congestion_map.png
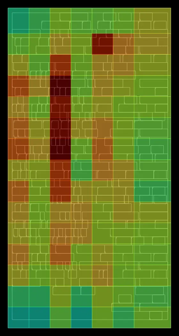
route_heat.png
The bar under the picture is 20 um long. The die is cut into 11 by 21 equal tiles; dark blue is low, red is high, scaled to the fullest tile. Values are wire area over tile area, all layers added.
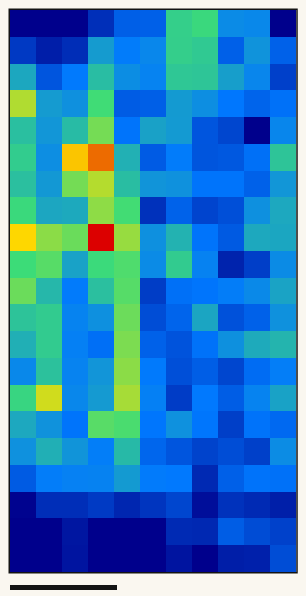
<file path="src/rtl/dense_pkg.sv">
// Shared defaults, derived widths and state encoding for the dense-layer sequencer.
package dense_pkg;

   localparam int IN_LEN  = 36;
   localparam int OUT_LEN = 32;
   localparam int ACC_W   = 32;
   localparam int FA_W    = $clog2(IN_LEN);
   localparam int WA_W    = $clog2(IN_LEN * OUT_LEN);
   localparam int NW      = $clog2(OUT_LEN);

   typedef enum logic [1:0] {
      ST_IDLE,
      ST_ISSUE,
      ST_DRAIN,
      ST_DONE
   } state_e;

   function automatic logic is_busy(input state_e s);
      return (s == ST_ISSUE) || (s == ST_DRAIN);
   endfunction

endpackage

</file>
<file path="src/rtl/dense_beat_pipe.sv">
// Delay line carrying beat tags from the read issue to the MAC stage and the capture stage.
module dense_beat_pipe #(
   parameter int NW    = 5,
   parameter int DEPTH = 2
) (
   input  logic          clk,
   input  logic          rst,
   input  logic          valid_i,
   input  logic          first_i,
   input  logic          last_i,
   input  logic [NW-1:0] idx_i,
   output logic          mac_valid_o,
   output logic          mac_first_o,
   output logic          cap_valid_o,
   output logic          cap_last_o,
   output logic [NW-1:0] cap_idx_o,
   output logic          busy_o
);

   logic [DEPTH-1:0] valid_q;
   logic [DEPTH-1:0] first_q;
   logic [DEPTH-1:0] last_q;
   logic [NW-1:0]    idx_q [DEPTH];

   always_ff @(posedge clk or posedge rst) begin
      if (rst) begin
         valid_q <= '0;
         first_q <= '0;
         last_q  <= '0;
         for (int k = 0; k < DEPTH; k++) idx_q[k] <= '0;
      end else begin
         valid_q[0] <= valid_i;
         first_q[0] <= first_i;
         last_q[0]  <= last_i;
         idx_q[0]   <= idx_i;
         for (int k = 1; k < DEPTH; k++) begin
            valid_q[k] <= valid_q[k-1];
            first_q[k] <= first_q[k-1];
            last_q[k]  <= last_q[k-1];
            idx_q[k]   <= idx_q[k-1];
         end
      end
   end

   // Stage 0 lines up with returning memory data, the final stage with the MAC result.
   assign mac_valid_o = valid_q[0];
   assign mac_first_o = first_q[0];
   assign cap_valid_o = valid_q[DEPTH-1];
   assign cap_last_o  = last_q[DEPTH-1];
   assign cap_idx_o   = idx_q[DEPTH-1];
   assign busy_o      = |valid_q;

endmodule

</file>
<file path="src/rtl/dense_seq_ctrl.sv">
// Dense-layer sequencer: walks neurons x inputs, drives memory reads and MAC strobes, captures results.
module dense_seq_ctrl
   import dense_pkg::*;
#(
   parameter int IN_LEN  = dense_pkg::IN_LEN,
   parameter int OUT_LEN = dense_pkg::OUT_LEN,
   parameter int ACC_W   = dense_pkg::ACC_W,
   parameter int FA_W    = $clog2(IN_LEN),
   parameter int WA_W    = $clog2(IN_LEN * OUT_LEN),
   parameter int NW      = $clog2(OUT_LEN)
) (
   input  logic             clk,
   input  logic             rst,
   input  logic             start,
   output logic             busy,
   output logic             done,
   output logic [FA_W-1:0]  feat_addr,
   output logic [WA_W-1:0]  w_addr,
   output logic             rd_en,
   output logic             mac_en,
   output logic             mac_clr,
   input  logic [ACC_W-1:0] mac_acc,
   output logic [ACC_W-1:0] out_data,
   output logic [NW-1:0]    out_idx,
   output logic             out_valid,
   input  logic             out_ready,
   output logic             err_ovf
);

   localparam logic [FA_W-1:0] I_LAST = FA_W'(IN_LEN - 1);
   localparam logic [NW-1:0]   O_LAST = NW'(OUT_LEN - 1);

   state_e           state_q, state_d;
   logic [FA_W-1:0]  i_q, i_d;
   logic [NW-1:0]    o_q, o_d;
   logic [WA_W-1:0]  w_addr_q, w_addr_d;
   logic [ACC_W-1:0] out_data_q, out_data_d;
   logic [NW-1:0]    out_idx_q, out_idx_d;
   logic             out_valid_q, out_valid_d;
   logic             err_ovf_q, err_ovf_d;

   logic             stall, beat, beat_first, beat_last, final_beat, capture;
   logic             mac_valid, mac_first, cap_valid, cap_last, pipe_busy;
   logic [NW-1:0]    cap_idx;

   // A held, unaccepted result freezes issue so no capture can land on it.
   assign stall      = out_valid_q & ~out_ready;
   assign beat       = (state_q == ST_ISSUE) & ~stall;
   assign beat_first = (i_q == '0);
   assign beat_last  = (i_q == I_LAST);
   assign final_beat = beat & beat_last & (o_q == O_LAST);
   assign capture    = cap_valid & cap_last;

   dense_beat_pipe #(
      .NW    (NW),
      .DEPTH (2)
   ) u_pipe (
      .clk         (clk),
      .rst         (rst),
      .valid_i     (beat),
      .first_i     (beat_first),
      .last_i      (beat_last),
      .idx_i       (o_q),
      .mac_valid_o (mac_valid),
      .mac_first_o (mac_first),
      .cap_valid_o (cap_valid),
      .cap_last_o  (cap_last),
      .cap_idx_o   (cap_idx),
      .busy_o      (pipe_busy)
   );

   always_comb begin
      state_d  = state_q;
      i_d      = i_q;
      o_d      = o_q;
      w_addr_d = w_addr_q;
      case (state_q)
         ST_IDLE: begin
            if (start) begin
               state_d  = ST_ISSUE;
               i_d      = '0;
               o_d      = '0;
               w_addr_d = '0;
            end
         end
         ST_ISSUE: begin
            if (beat) begin
               w_addr_d = w_addr_q + WA_W'(1);
               if (beat_last) begin
                  i_d = '0;
                  o_d = (o_q == O_LAST) ? '0 : o_q + NW'(1);
               end else begin
                  i_d = i_q + FA_W'(1);
               end
               if (final_beat) state_d = ST_DRAIN;
            end
         end
         ST_DRAIN: begin
            if (!pipe_busy && (!out_valid_q || out_ready)) state_d = ST_DONE;
         end
         ST_DONE:  state_d = ST_IDLE;
         default:  state_d = ST_IDLE;
      endcase
   end

   always_comb begin
      out_data_d  = out_data_q;
      out_idx_d   = out_idx_q;
      out_valid_d = out_valid_q;
      err_ovf_d   = err_ovf_q;
      if (capture) begin
         out_data_d  = mac_acc;
         out_idx_d   = cap_idx;
         out_valid_d = 1'b1;
         if (out_valid_q && !out_ready) err_ovf_d = 1'b1;
      end else if (out_valid_q && out_ready) begin
         out_valid_d = 1'b0;
      end
   end

   always_ff @(posedge clk or posedge rst) begin
      if (rst) begin
         state_q     <= ST_IDLE;
         i_q         <= '0;
         o_q         <= '0;
         w_addr_q    <= '0;
         out_data_q  <= '0;
         out_idx_q   <= '0;
         out_valid_q <= 1'b0;
         err_ovf_q   <= 1'b0;
      end else begin
         state_q     <= state_d;
         i_q         <= i_d;
         o_q         <= o_d;
         w_addr_q    <= w_addr_d;
         out_data_q  <= out_data_d;
         out_idx_q   <= out_idx_d;
         out_valid_q <= out_valid_d;
         err_ovf_q   <= err_ovf_d;
      end
   end

   assign busy      = is_busy(state_q);
   assign done      = (state_q == ST_DONE);
   assign feat_addr = i_q;
   assign w_addr    = w_addr_q;
   assign rd_en     = beat;
   assign mac_en    = mac_valid;
   assign mac_clr   = mac_valid & mac_first;
   assign out_data  = out_data_q;
   assign out_idx   = out_idx_q;
   assign out_valid = out_valid_q;
   assign err_ovf   = err_ovf_q;

endmodule

</file>
<file path="config.mk">
export PLATFORM = sky130hd
export DESIGN_NAME = dense_seq_ctrl
export DESIGN_NICKNAME = d
export VERILOG_FILES = /design/src/rtl/dense_pkg.sv /design/src/rtl/dense_beat_pipe.sv /design/src/rtl/dense_seq_ctrl.sv
export SDC_FILE = /design/constraint.sdc
export NUM_CORES = 1
export LEC_CHECK = 0
export CAP_MARGIN = 10
export CORE_ASPECT_RATIO = 2
export CORE_UTILIZATION = 62
export CTS_CLUSTER_DIAMETER = 50
export CTS_CLUSTER_SIZE = 12
export DETAILED_ROUTE_END_ITERATION = 7
export DONT_BUFFER_PORTS = 1
export PLACE_DENSITY = 0.81
export SLEW_MARGIN = 30
export SYNTH_ARGS = -nofsm -noshare
export SYNTH_HDL_FRONTEND = slang
export SYNTH_HIERARCHICAL = 1
export SYNTH_SLANG_ARGS = --single-unit
</file>
<file path="constraint.sdc">
create_clock -name clk -period 2.5 [get_ports clk]
set_input_delay 0.5 -clock clk [delete_from_list [all_inputs] [get_ports clk]]
set_output_delay 0.5 -clock clk [all_outputs]
set_load 0.05 [all_outputs]
</file>
==> flow_metrics.tcl <==
# metrics dict for downstream scripts
set metrics [dict create \
    outcome "complete, no violations" \
    grt_pass1_wl_um 9846 \
    lay_top_cells "dfrtp_1, mux2_2, nand2_1" \
    cts_buffers 9 \
    p_per_area_nw_per_um2 1125 \
    wl_met2_um 3457 \
    final_cells 342 \
    regArea_um2 1952 \
    clock_latency_ns 0.34 \
    crit_path_cell_trace "ha_1 -> and3_1 -> ha_1 -> inv_1 -> o41a_1 -> nor3_2 -> mux2_1" \
    total_power_uw 4150 \
    critPathMaxStageDelay_ns 0.46 \
    largest_reg_flops 32 \
    yosysChipArea_um2 3284 \
    setup_viol 0 \
    critPathTopFamily "AND-OR/OR-AND gates" \
    synth_cells 264 \
    synth_warnings 6 \
    drt_iter0_drc 78 \
    firstDrtPassIters 5 \
    required_ns 2.72 \
    yosysCellCount 264 \
    dieArea_um2 5610 \
    edf_count 0 \
    r2r_cells 7 \
    synthXorXnorAreaFrac_pct 0.2667 \
    criticalPathCategory "reg -> reg" \
    dr_wl_met3_um 426 \
    r2r_start "o_q[1]" \
    fin_tns_setup_ns 0 \
    hold_viol_final 0 \
    syn_nets 309 \
    top_cells_by_count "dfrtp_1, mux2_2, nand2_1" \
    synth_top_cell_by_count "dfrtp_1" \
    dieHeight_um 104.9 \
]
## Picture notes: congestion_map.png
GR peak layer: met2
WL per Instance: 18.15 um
met1 Usage GRT: 25.22%
met2 GRT Util: 42.86%

## Picture notes: route_heat.png
- densest ninth of the die: middle left
- nearly empty tiles: 7.4%
- mean over tiles: 0.18
- tiles over half the peak: 11%
- fullest tile: 0.64
- emptiest ninth of the die: lower right
Post-Route WL: 6207 um
GRT Overall Usage: 24.62%
routed vias: 2099

## final cells by class
type                            count  share of cell area, %
Inverter                           12                  1.222
Multi-Input combinational cell    159                  32.85
Clock buffer                       10                  3.733
Clock inverter                      5                  2.884
Sequential cell                    78                  52.94
Tap cell                           58                  1.968
Timing Repair Buffer               20                  4.411
## cell families (layout without fill, tap and decap cells)
kind of cell    after synthesis  count (layout)
buf+inv                      27              47
compound gates               44              44
xor+xnor                      1               1
mux                          39              39
simple gates                 66              66
flops                        78              78
fa+ha+maj                     9               9
## where the power goes
| part | switching, uW | total (uW) | internal, uW |
|---|---|---|---|
| logic | 824 | 1210 | 389 |
| registers | 335 | 1810 | 1480 |
| clock network | 435 | 1120 | 688 |
Power and IR drop assume default switching activity.
